<file path="src/rtl/hazard_stall_ctrl_if.sv">
// rtl/hazard_stall_ctrl_if.sv - pipeline hazard/stall signal bundle (STALL_PERF_CNT_EN adds stall_cycles)
interface hazard_stall_ctrl_if;
  logic [4:0]  id_rs1;
  logic [4:0]  id_rs2;
  logic [6:0]  id_opcode;
  logic        id_ex_mem_read;
  logic [4:0]  id_ex_rd;
  logic        ex_branch_taken;
  logic        dmem_req;
  logic        dmem_ack;
  logic        pc_write;
  logic        if_id_write;
  logic        if_id_flush;
  logic        id_ex_bubble;
  logic        pipe_hold;
  logic [1:0]  ctrl_state;
  logic        mem_timeout;
`ifdef STALL_PERF_CNT_EN
  logic [31:0] stall_cycles;
`endif

  // Pipeline side: supplies decode/memory status, consumes enables
  modport master (
    output id_rs1, id_rs2, id_opcode, id_ex_mem_read, id_ex_rd,
           ex_branch_taken, dmem_req, dmem_ack,
    input  pc_write, if_id_write, if_id_flush, id_ex_bubble, pipe_hold,
           ctrl_state, mem_timeout
`ifdef STALL_PERF_CNT_EN
           , stall_cycles
`endif
  );

  // Controller side
  modport slave (
    input  id_rs1, id_rs2, id_opcode, id_ex_mem_read, id_ex_rd,
           ex_branch_taken, dmem_req, dmem_ack,
    output pc_write, if_id_write, if_id_flush, id_ex_bubble, pipe_hold,
           ctrl_state, mem_timeout
`ifdef STALL_PERF_CNT_EN
           , stall_cycles
`endif
  );
endinterface

</file>
<file path="src/rtl/hazard_stall_ctrl.sv">
// rtl/hazard_stall_ctrl.sv - RV32I load-use/memory-wait/branch stall controller (optional STALL_PERF_CNT_EN)
module hazard_stall_ctrl #(
  parameter int LU_BUBBLES  = 1,
  parameter int MEM_TIMEOUT = 255
) (
  input  logic               clk,
  input  logic               rst,
  hazard_stall_ctrl_if.slave bus
);

  typedef enum logic [1:0] {
    RUN      = 2'b00,
    LU_STALL = 2'b01,
    MEM_WAIT = 2'b10
  } state_t;

  localparam logic [1:0]  LU_EXTRA  = 2'(LU_BUBBLES - 1);
  localparam logic [15:0] TMO_LIMIT = 16'(MEM_TIMEOUT);

  state_t      state, state_nx;
  logic [1:0]  lu_cnt, lu_cnt_nx;
  logic [15:0] wait_cnt, wait_cnt_nx;
  logic        timeout_q, timeout_nx;

  logic uses_rs1, uses_rs2, lu_hazard, mem_stall;
  logic run_eval, run_stall;
  logic pc_write_c, if_id_write_c, if_id_flush_c, id_ex_bubble_c, pipe_hold_c;

  // Decode which source registers the ID instruction reads and detect hazards
  always_comb begin
    uses_rs1  = !((bus.id_opcode == 7'b1101111) ||
                  (bus.id_opcode == 7'b0010111) ||
                  (bus.id_opcode == 7'b0110111));
    uses_rs2  = (bus.id_opcode == 7'b0110011) ||
                (bus.id_opcode == 7'b0100011) ||
                (bus.id_opcode == 7'b1100011);
    lu_hazard = bus.id_ex_mem_read && (bus.id_ex_rd != 5'd0) &&
                ((uses_rs1 && (bus.id_rs1 == bus.id_ex_rd)) ||
                 (uses_rs2 && (bus.id_rs2 == bus.id_ex_rd)));
    mem_stall = bus.dmem_req && !bus.dmem_ack;
  end

  // Next-state and enable generation; RUN evaluation is shared with the MEM_WAIT ack exit
  always_comb begin
    state_nx       = state;
    lu_cnt_nx      = lu_cnt;
    wait_cnt_nx    = wait_cnt;
    timeout_nx     = timeout_q;
    run_eval       = 1'b0;
    run_stall      = 1'b0;
    pc_write_c     = 1'b1;
    if_id_write_c  = 1'b1;
    if_id_flush_c  = 1'b0;
    id_ex_bubble_c = 1'b0;
    pipe_hold_c    = 1'b0;

    case (state)
      RUN: begin
        run_eval  = 1'b1;
        run_stall = mem_stall;
      end
      MEM_WAIT: begin
        if (!bus.dmem_ack) begin
          pipe_hold_c   = 1'b1;
          pc_write_c    = 1'b0;
          if_id_write_c = 1'b0;
          if (wait_cnt != 16'hFFFF) wait_cnt_nx = wait_cnt + 16'd1;
          if (wait_cnt_nx >= TMO_LIMIT) timeout_nx = 1'b1;
        end else begin
          wait_cnt_nx = '0;
          run_eval    = 1'b1;
        end
      end
      LU_STALL: begin
        if (mem_stall) begin
          pipe_hold_c   = 1'b1;
          pc_write_c    = 1'b0;
          if_id_write_c = 1'b0;
          state_nx      = MEM_WAIT;
        end else if (bus.ex_branch_taken) begin
          if_id_flush_c  = 1'b1;
          id_ex_bubble_c = 1'b1;
          state_nx       = RUN;
        end else begin
          pc_write_c     = 1'b0;
          if_id_write_c  = 1'b0;
          id_ex_bubble_c = 1'b1;
          lu_cnt_nx      = lu_cnt - 2'd1;
          if (lu_cnt <= 2'd1) state_nx = RUN;
        end
      end
      default: state_nx = RUN;
    endcase

    if (run_eval) begin
      if (run_stall) begin
        pipe_hold_c   = 1'b1;
        pc_write_c    = 1'b0;
        if_id_write_c = 1'b0;
        state_nx      = MEM_WAIT;
      end else if (bus.ex_branch_taken) begin
        if_id_flush_c  = 1'b1;
        id_ex_bubble_c = 1'b1;
        state_nx       = RUN;
      end else if (lu_hazard) begin
        pc_write_c     = 1'b0;
        if_id_write_c  = 1'b0;
        id_ex_bubble_c = 1'b1;
        if (LU_BUBBLES > 1) begin
          state_nx  = LU_STALL;
          lu_cnt_nx = LU_EXTRA;
        end else begin
          state_nx = RUN;
        end
      end else begin
        state_nx = RUN;
      end
    end
  end

  // State, bubble/wait counters and sticky timeout flag
  always_ff @(posedge clk or posedge rst) begin
    if (rst) begin
      state     <= RUN;
      lu_cnt    <= '0;
      wait_cnt  <= '0;
      timeout_q <= 1'b0;
    end else begin
      state     <= state_nx;
      lu_cnt    <= lu_cnt_nx;
      wait_cnt  <= wait_cnt_nx;
      timeout_q <= timeout_nx;
    end
  end

  // Reset forces the pipeline to insert NOPs and keep the PC frozen
  assign bus.pc_write     = rst ? 1'b0  : pc_write_c;
  assign bus.if_id_write  = rst ? 1'b0  : if_id_write_c;
  assign bus.if_id_flush  = rst ? 1'b1  : if_id_flush_c;
  assign bus.id_ex_bubble = rst ? 1'b1  : id_ex_bubble_c;
  assign bus.pipe_hold    = rst ? 1'b0  : pipe_hold_c;
  assign bus.ctrl_state   = rst ? 2'b00 : state;
  assign bus.mem_timeout  = timeout_q;

`ifdef STALL_PERF_CNT_EN
  logic [31:0] stall_cnt;

  // Count every cycle the PC is frozen, saturating at all-ones
  always_ff @(posedge clk or posedge rst) begin
    if (rst) begin
      stall_cnt <= '0;
    end else if (!pc_write_c && (stall_cnt != 32'hFFFF_FFFF)) begin
      stall_cnt <= stall_cnt + 32'd1;
    end
  end

  assign bus.stall_cycles = stall_cnt;
`endif

endmodule
</file>
<file path="src/flat_wrapper.sv">
// flat-port wrapper written by rule: the top's interface ports become plain ports
module hazard_stall_ctrl_flat 
#(
  parameter int LU_BUBBLES  = 1,
  parameter int MEM_TIMEOUT = 255
)
  (clk, rst, bus_id_rs1, bus_id_rs2, bus_id_opcode, bus_id_ex_mem_read, bus_id_ex_rd, bus_ex_branch_taken, bus_dmem_req, bus_dmem_ack, bus_pc_write, bus_if_id_write, bus_if_id_flush, bus_id_ex_bubble, bus_pipe_hold, bus_ctrl_state, bus_mem_timeout);
  hazard_stall_ctrl_if bus_i ();
  input  logic clk;
  input  logic rst;
  input wire logic [$bits(bus_i.id_rs1)-1:0] bus_id_rs1;
  input wire logic [$bits(bus_i.id_rs2)-1:0] bus_id_rs2;
  input wire logic [$bits(bus_i.id_opcode)-1:0] bus_id_opcode;
  input wire logic [$bits(bus_i.id_ex_mem_read)-1:0] bus_id_ex_mem_read;
  input wire logic [$bits(bus_i.id_ex_rd)-1:0] bus_id_ex_rd;
  input wire logic [$bits(bus_i.ex_branch_taken)-1:0] bus_ex_branch_taken;
  input wire logic [$bits(bus_i.dmem_req)-1:0] bus_dmem_req;
  input wire logic [$bits(bus_i.dmem_ack)-1:0] bus_dmem_ack;
  output wire logic [$bits(bus_i.pc_write)-1:0] bus_pc_write;
  output wire logic [$bits(bus_i.if_id_write)-1:0] bus_if_id_write;
  output wire logic [$bits(bus_i.if_id_flush)-1:0] bus_if_id_flush;
  output wire logic [$bits(bus_i.id_ex_bubble)-1:0] bus_id_ex_bubble;
  output wire logic [$bits(bus_i.pipe_hold)-1:0] bus_pipe_hold;
  output wire logic [$bits(bus_i.ctrl_state)-1:0] bus_ctrl_state;
  output wire logic [$bits(bus_i.mem_timeout)-1:0] bus_mem_timeout;
  assign bus_i.id_rs1 = bus_id_rs1;
  assign bus_i.id_rs2 = bus_id_rs2;
  assign bus_i.id_opcode = bus_id_opcode;
  assign bus_i.id_ex_mem_read = bus_id_ex_mem_read;
  assign bus_i.id_ex_rd = bus_id_ex_rd;
  assign bus_i.ex_branch_taken = bus_ex_branch_taken;
  assign bus_i.dmem_req = bus_dmem_req;
  assign bus_i.dmem_ack = bus_dmem_ack;
  assign bus_pc_write = bus_i.pc_write;
  assign bus_if_id_write = bus_i.if_id_write;
  assign bus_if_id_flush = bus_i.if_id_flush;
  assign bus_id_ex_bubble = bus_i.id_ex_bubble;
  assign bus_pipe_hold = bus_i.pipe_hold;
  assign bus_ctrl_state = bus_i.ctrl_state;
  assign bus_mem_timeout = bus_i.mem_timeout;
  hazard_stall_ctrl #(.LU_BUBBLES(LU_BUBBLES), .MEM_TIMEOUT(MEM_TIMEOUT)) u_core (.clk(clk), .rst(rst), .bus(bus_i));
endmodule
</file>
<file path="config.mk">
export PLATFORM = sky130hd
export DESIGN_NAME = hazard_stall_ctrl_flat
export DESIGN_NICKNAME = d
export VERILOG_FILES = /design/src/rtl/hazard_stall_ctrl_if.sv /design/src/rtl/hazard_stall_ctrl.sv /design/src/flat_wrapper.sv
export SDC_FILE = /design/constraint.sdc
export NUM_CORES = 1
export LEC_CHECK = 0
export ABC_CLOCK_PERIOD_IN_PS = 6400
export CAP_MARGIN = 20
export CORE_MARGIN = 2
export CORE_UTILIZATION = 53
export CTS_CLUSTER_DIAMETER = 80
export DETAILED_ROUTE_END_ITERATION = 10
export PLACE_DENSITY = 0.87
export SLEW_MARGIN = 10
export SYNTH_ARGS = -nofsm -noshare
export SYNTH_HDL_FRONTEND = slang
export SYNTH_SLANG_ARGS = --single-unit
</file>
<file path="constraint.sdc">
create_clock -name clk -period 6.4 [get_ports clk]
set_clock_uncertainty 0.1 [all_clocks]
set_input_delay 0.96 -clock clk [delete_from_list [all_inputs] [get_ports clk]]
set_output_delay 0.96 -clock clk [all_outputs]
set_load 0.05 [all_outputs]
</file>
==> run_1/logic_types.png <==
Scale bar: 20 um.
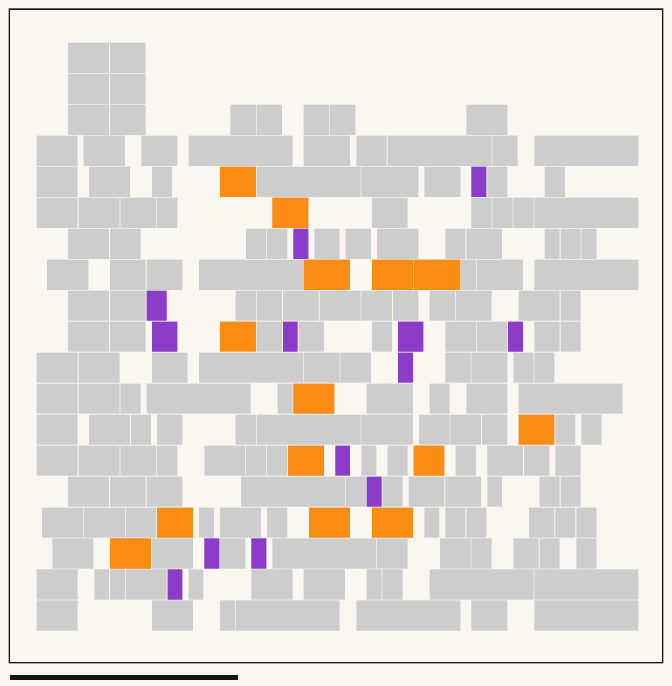
- orange: non-inverting ao/oa cells (cells 14)
- purple: nor cells (cells 13; most used nor2_1)

==> run_1/congestion.png <==
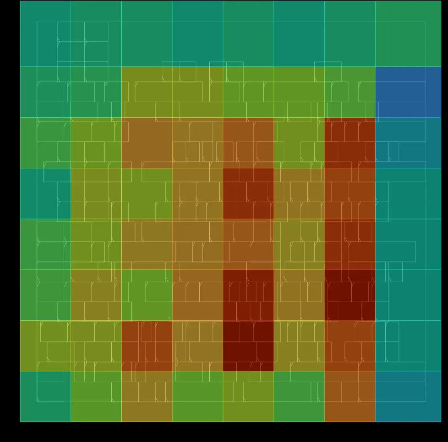
Top Usage Layer GRT: met2
met1 track demand over resource: 28.55%

==> run notes, run 1 <==
Implementation results

After Yosys synthesis, and, or, nand and nor cells account for 23.98% of the synthesized area. Of all nets on the critical path, the largest fanout is 3. On the critical path the largest part of the delay comes from buffers and inverters. Per the final report, max-transition violations number 0. Setup repair after global routing left no endpoint under its margin. Fill cells in the final layout number 225.

The synthesized netlist occupies a cell area of 1503 sq um. Yosys mapped a number of flops with a built-in enable equal to 0. The TritonCTS clock tree is done. The most repeated cell in the gate-level netlist after synthesis is o21ai_0.

The run finished with clean final reports. Ranked by total cell area, the synthesized netlist is headed by dfrtp_1, o21ai_0, nand3_1, xnor2_1, buf_6. The top logic cell family in the synthesized netlist is AND-OR/OR-AND gates. Per the layout area report, the sequential fraction of cell area is 24.95%. The inverter count is 3. At the worst endpoint, the required time is 5.34 ns.

Counting I/O delays and the setup requirement, the final critical path takes 4.386 ns. The most common logic cells in the final layout are clkdlybuf4s50_1, o21ai_0, dfrtp_1. The final weighted congestion in routability-driven placement is 0.8686. Per the post-synthesis report, the nets total 208.

The average footprint of a synthesized cell is 8.395 sq um. The worst endpoint data arrival time is 3.33 ns. At the floorplan stage, the core utilization is reported as 54.97%. For this run the aggregate overflow at the end of global routing stands at 0. The floorplan step defined a core boundary enclosing 2734 sq um. The worst-case IR drop observed on VDD is 0.1502 mV. The via density per instance is 6.639. The count of buffer and inverter cells on the critical path is 2.

In this run the most critical hold path is launched from u_core.bus.mem_timeout. The number of register bits inferred by synthesis is 18. For this run, the chip area from Yosys synthesis comes to 1503 sq um.

Ranked by total area, the top cell class in this layout is logic gates. On the final layout, the worst hold slack is 0.4069 ns. The async set-or-reset flop fraction in the synthesized netlist is 100.0%. The fraction of area in non-clock buffers is 18.85%. The final net count is 229. The most frequently used flop master after synthesis is dfrtp_1. The clock transition at the register clock pins on the worst setup and hold paths after CTS is 0.11 ns. Per report_power, the top consumer among the power groups is sequential cells.

The I/O pin count is 36. The critical-path cell with the highest stage delay is clkdlybuf4s50_1. For this run, the script counts the antenna cells in the layout as 0. The biggest area consumer among synthesized cells is dfrtp_1. In this run the critical register-to-register path is captured at u_core.bus.mem_timeout. Setup slack on the worst reg-to-reg path comes out at 3.73 ns. The post-detailed-route count of antenna-violating nets is 0. The headroom to the max-slew limit is 47.96%.

The report lists the power per cell area as 149.7 nW/um^2. The share of synthesized area spent on multiplexers is 2.748%. The die is 57.25 um tall. The number of hold-repair buffers added at the cts stage is 0. After layout the clock buffers and inverters come to 2.010% of cell area. Entering global routing, the biggest net connects 21 pins. The power attributed to combinational cells is 0.0000702 W.

At the placement stage, the worst setup path has a slack of 2.005 ns. The worst path meets setup with 2.014 ns of slack. The timing report lists the critical path depth as 7 cells. Per the detail_route report, DRC violations left total 0.

Summing over the stages, the warning tally comes to 26. The switching power total is 0.00008179 W. Of the post-synthesis cell area, the dominant cell type holds 29.98%. The first global-routing pass estimated 6141 um of wire.
==> run_1/clk_routes.png <==
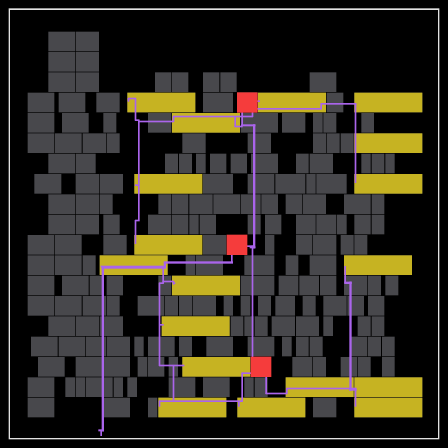
- yellow: flip-flops (count 18)
- purple: clock wires (length 236 um)
- red: clock drivers (count 3)
- routed clock nets: 4

==> run_1/cell_density.png <==
The die is cut into 11 by 11 equal tiles; dark blue is low, red is high, 0 to 100% covered.
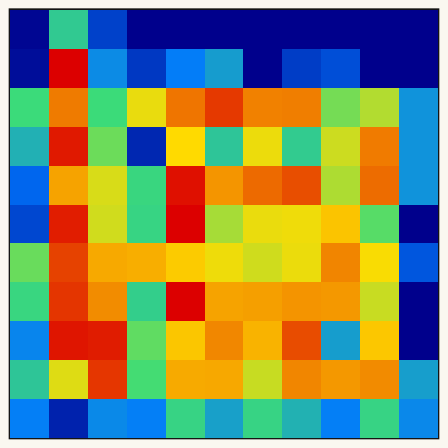
- densest ninth of the die: middle
- emptiest ninth of the die: top right
- tiles over 75% full: 36%

run 1: layer usage:
layer,up-vias,global-route usage (%),share of wire (%)
met5,-,0,0
met4,0,10.96,1.6
met3,10,2.041,7.9
met2,94,41.54,51
met1,702,28.55,39
li1,721,-,-
run 1: flip-flops by register name (all words and copies together), names as in the netlist:
name and cells:
u_core.wait_cnt 16, u_core.state 1, u_core.bus.mem_timeout 1
run 1: metrics by stage:
| stage | cell area (sq um) | utilization [%] | instances | power [W] |
|---|---|---|---|---|
| global placement | 1769 | 64.71 | 226 | 0.0001980 |
| global route | 1805 | 66.04 | 230 | 0.0002827 |
| detailed placement | 1769 | 64.71 | 226 | 0.0002008 |
| floorplan | 1503 | - | 179 | 0.0001745 |
| finish | 1805 | 66.04 | 230 | 0.0002704 |
| CTS | 1805 | 66.04 | 230 | 0.0002722 |
==> run 2, diff against run 1 <==
--- a/config.mk
+++ b/config.mk
@@ -5,13 +5,13 @@
 export SDC_FILE = /design/constraint.sdc
 export NUM_CORES = 1
 export LEC_CHECK = 0
-export ABC_CLOCK_PERIOD_IN_PS = 6400
+export ABC_CLOCK_PERIOD_IN_PS = 4270
 export CAP_MARGIN = 20
 export CORE_MARGIN = 2
-export CORE_UTILIZATION = 53
+export CORE_UTILIZATION = 50
 export CTS_CLUSTER_DIAMETER = 80
 export DETAILED_ROUTE_END_ITERATION = 10
-export PLACE_DENSITY = 0.87
+export PLACE_DENSITY = 0.82
 export SLEW_MARGIN = 10
 export SYNTH_ARGS = -nofsm -noshare
 export SYNTH_HDL_FRONTEND = slang
==> constraint.sdc (replaced) <==
create_clock -name clk -period 4.27 [get_ports clk]
set_clock_uncertainty 0.1 [all_clocks]
set_input_delay 0.6405 -clock clk [delete_from_list [all_inputs] [get_ports clk]]
set_output_delay 0.6405 -clock clk [all_outputs]
set_load 0.05 [all_outputs]
==> run_2/logic_types.png <==
Scale bar: 20 um.
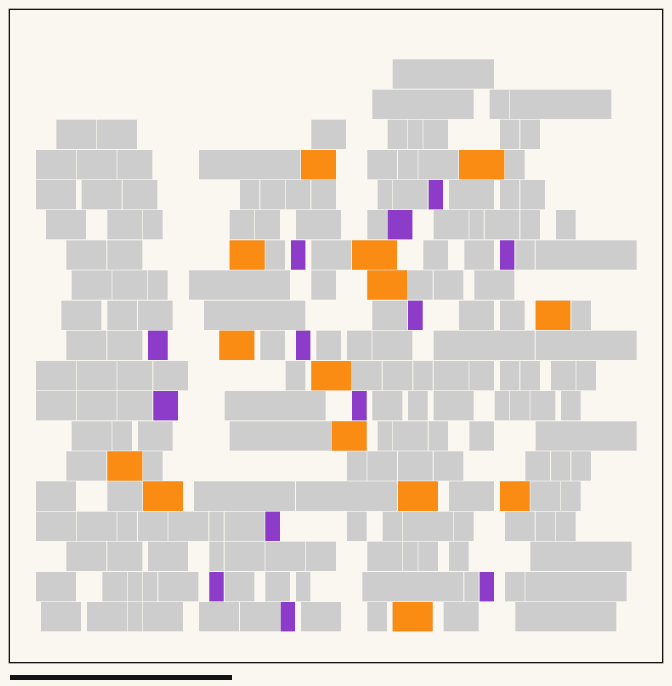
- purple: nor cells (cells 13; most used nor2_1)
- orange: non-inverting ao/oa cells (cells 14)

==> run 2 against run 1 <==
Compared with the run above: flip-flop count is the same; non-clock buffer count rose by 3; power is 42% higher; synthesized cell count unchanged; critical path type unchanged; largest cell class unchanged.
==> run notes, run 2 <==
Implementation results

The TritonCTS clock tree is done. Among all cell classes, the greatest summed area belongs to logic gates. The async set-or-reset flop fraction in the synthesized netlist was 100.0% (unchanged). The first-pass GRT wire length is 5892 um (-4.1%). Clock tree synthesis selected as its root buffer the cell clkbuf_4. The tally of OpenROAD warnings came to 26 (unchanged). The end-of-flow core utilization came to 64.67% (-1.4 points). The met1 track demand over resource is 24.69% (-3.9 points). Setup repair after global routing left no endpoint under its margin. The largest incremental delay on the critical path is 0.81 ns. The via count of the first global-routing pass is 1399. The average footprint of a synthesized cell is 8.395 sq um (unchanged). The instance area after placement was 1792 sq um (+1.3%). Looking at the critical path, the single cell with the biggest stage delay is clkdlybuf4s50_1.

The number of hold-repair buffers added at the cts stage is 0 (unchanged). The met3 wirelength from detailed routing came to 268 um (-6.0%). The global routing met2 resource utilization is 41.59% (+0.044 points). The wire length on met1 is 1356 um (-4.8%).

The post-layout worst setup margin is 0.5790 ns (-1.435 ns). The number of DRC violations after detailed routing is 0 (unchanged). The worst setup path is launched from an input port.

The largest fanout of any net on the critical path is 3 (unchanged). The leading power group is sequential cells. The power per standard cell area is 212.0 nW/um^2 (+42%). The worst endpoint data arrival time is 2.95 ns (-0.38 ns).

The count of buffer and inverter cells on the critical path is 2 (unchanged). The maximum number of pins on one net before global-route repair was 19 (-9.5%). The net count after synthesis is 208 (unchanged). The fraction of area in non-clock buffers was 20.00% (+1.2 points). The switching power total is 0.0001195 W (+46%). The run finished with clean final reports. The total of fill cells in the finished design was 222 (-1.3%).

u_core.wait_cnt holds more flip-flops than any other register. The final weighted congestion in routability-driven placement is 0.8887 (+2.3%). In the layout the commonest cells are clkdlybuf4s50_1, o21ai_0, dfrtp_1. The core utilization at floorplan is 53.57% (-1.4 points). The placeable core region came to 2805 sq um (+2.6%). The area fraction of clock buffers and clock inverters is 1.241% (-0.77 points). The sequential cell area share is 24.83% (-0.12 points). The met3 routing resource usage after global routing is 2.198% (+0.16 points).

The I/O pin count is 36 (unchanged). The worst path in the final design needs a cycle of 3.691 ns, including I/O delays and setup. The flip-flop count of the largest register after layout is 16 (unchanged). The synthesized cell area came to 1503 sq um (unchanged).

The post-synth tally of flip-flops with integrated enable is 0 (unchanged). According to the dpl log, the detail-placed design has an HPWL of 2635 um. The multi-input combinational gate total is 140. The area of the synthesized netlist per yosys stat is 1503 sq um (unchanged). The most repeated cell in the gate-level netlist after synthesis is o21ai_0. The number of register bits inferred by synthesis was 18 (unchanged). The height of the die is 58.82 um (+2.8%).

The most frequently used flop master after synthesis is dfrtp_1. The non-filler instance count after layout came to 232 (+0.87%). The post-route standard cell area excluding fillers came to 1814 sq um (+0.49%). Grouping non-sequential cells by family puts the most area in AND-OR/OR-AND gates. The highest metal layer with signal wires is met4. The worst path required time is 3.53 ns (-1.81 ns).

The inverter count is 3 (unchanged). The routed wire length on met2 is 1843 um (-0.32%). Summed over all routing layers, the global router reports a total usage of 21.83%. The post-place setup slack is 0.5553 ns (-1.450 ns).

Among cell families on the critical path, the largest total delay comes from buffers and inverters. The final net count came to 232 (+1.3%). The clock transition at the register clock pins on the worst setup and hold paths after CTS was 0.09 ns (-0.02 ns). The layer flagged by global routing as most heavily used is met2. The headroom to the max-slew limit is 60.14% (+12 points). The total power consumption of the routed design was 0.0003846 W (+42%). The cell total after placement is 229 (+1.3%). The post-detailed-route count of antenna-violating nets is 0 (unchanged). The share of synthesized area spent on multiplexers came to 2.748% (unchanged). The maximum resistive drop on vdd came to 0.1130 mV (-25%).

The top cell type's share of synthesized area is 29.98% (unchanged). The biggest area consumer among synthesized cells is dfrtp_1. For reference, the top cells by area after synthesis are dfrtp_1, o21ai_0, nand3_1, xnor2_1, buf_6. The synthesized-area fraction occupied by and/or/nand/nor cells is 23.98% (unchanged).
==> run_2/wires.png <==
Scale bar: 20 um.
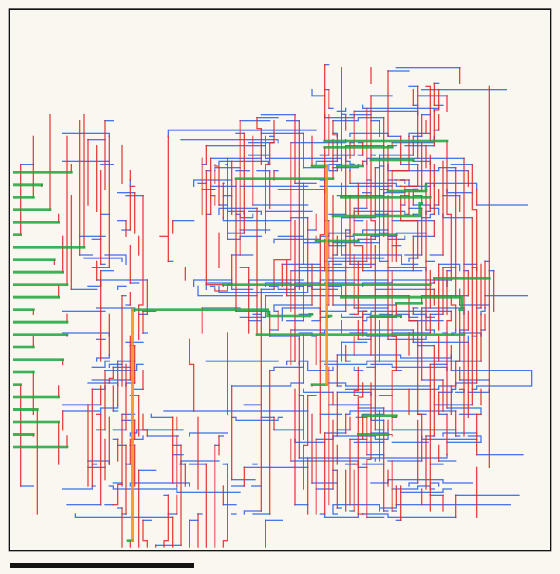
- green: metal 3 (wire length 268 um)
- orange: metal 4 (wire length 49.0 um)
- red: metal 2 (wire length 1840 um)
- blue: metal 1 (wire length 1360 um)

run 2: cell counts after synthesis:
Identical to the previous run, type by type.
run 2: path summary, 6_finish.rpt:
check,start,to,slack (ns),cells past startpoint
max,bus_id_ex_rd[0],bus_pc_write,0.58,7
min,u_core.bus.mem_timeout,u_core.bus.mem_timeout,0.39,1
max reg2reg,u_core.wait_cnt[0],u_core.bus.mem_timeout,1.69,6
min reg2reg,u_core.bus.mem_timeout,u_core.bus.mem_timeout,0.39,1
max in group asynchronous,rst,u_core.wait_cnt[5],3.20,3
min in group asynchronous,rst,u_core.wait_cnt[13],0.66,3
run 2: kinds of logic after synthesis:
logic type	Yosys count
AND-OR/OR-AND	58
buffers and inverters	21
AND/OR/NAND/NOR	63
other	1
flip-flops	18
XOR/XNOR	13
multiplexers	4
adder cells (fa/ha/maj)	1
No activity file was given, so power comes from the tool's default toggle rates.
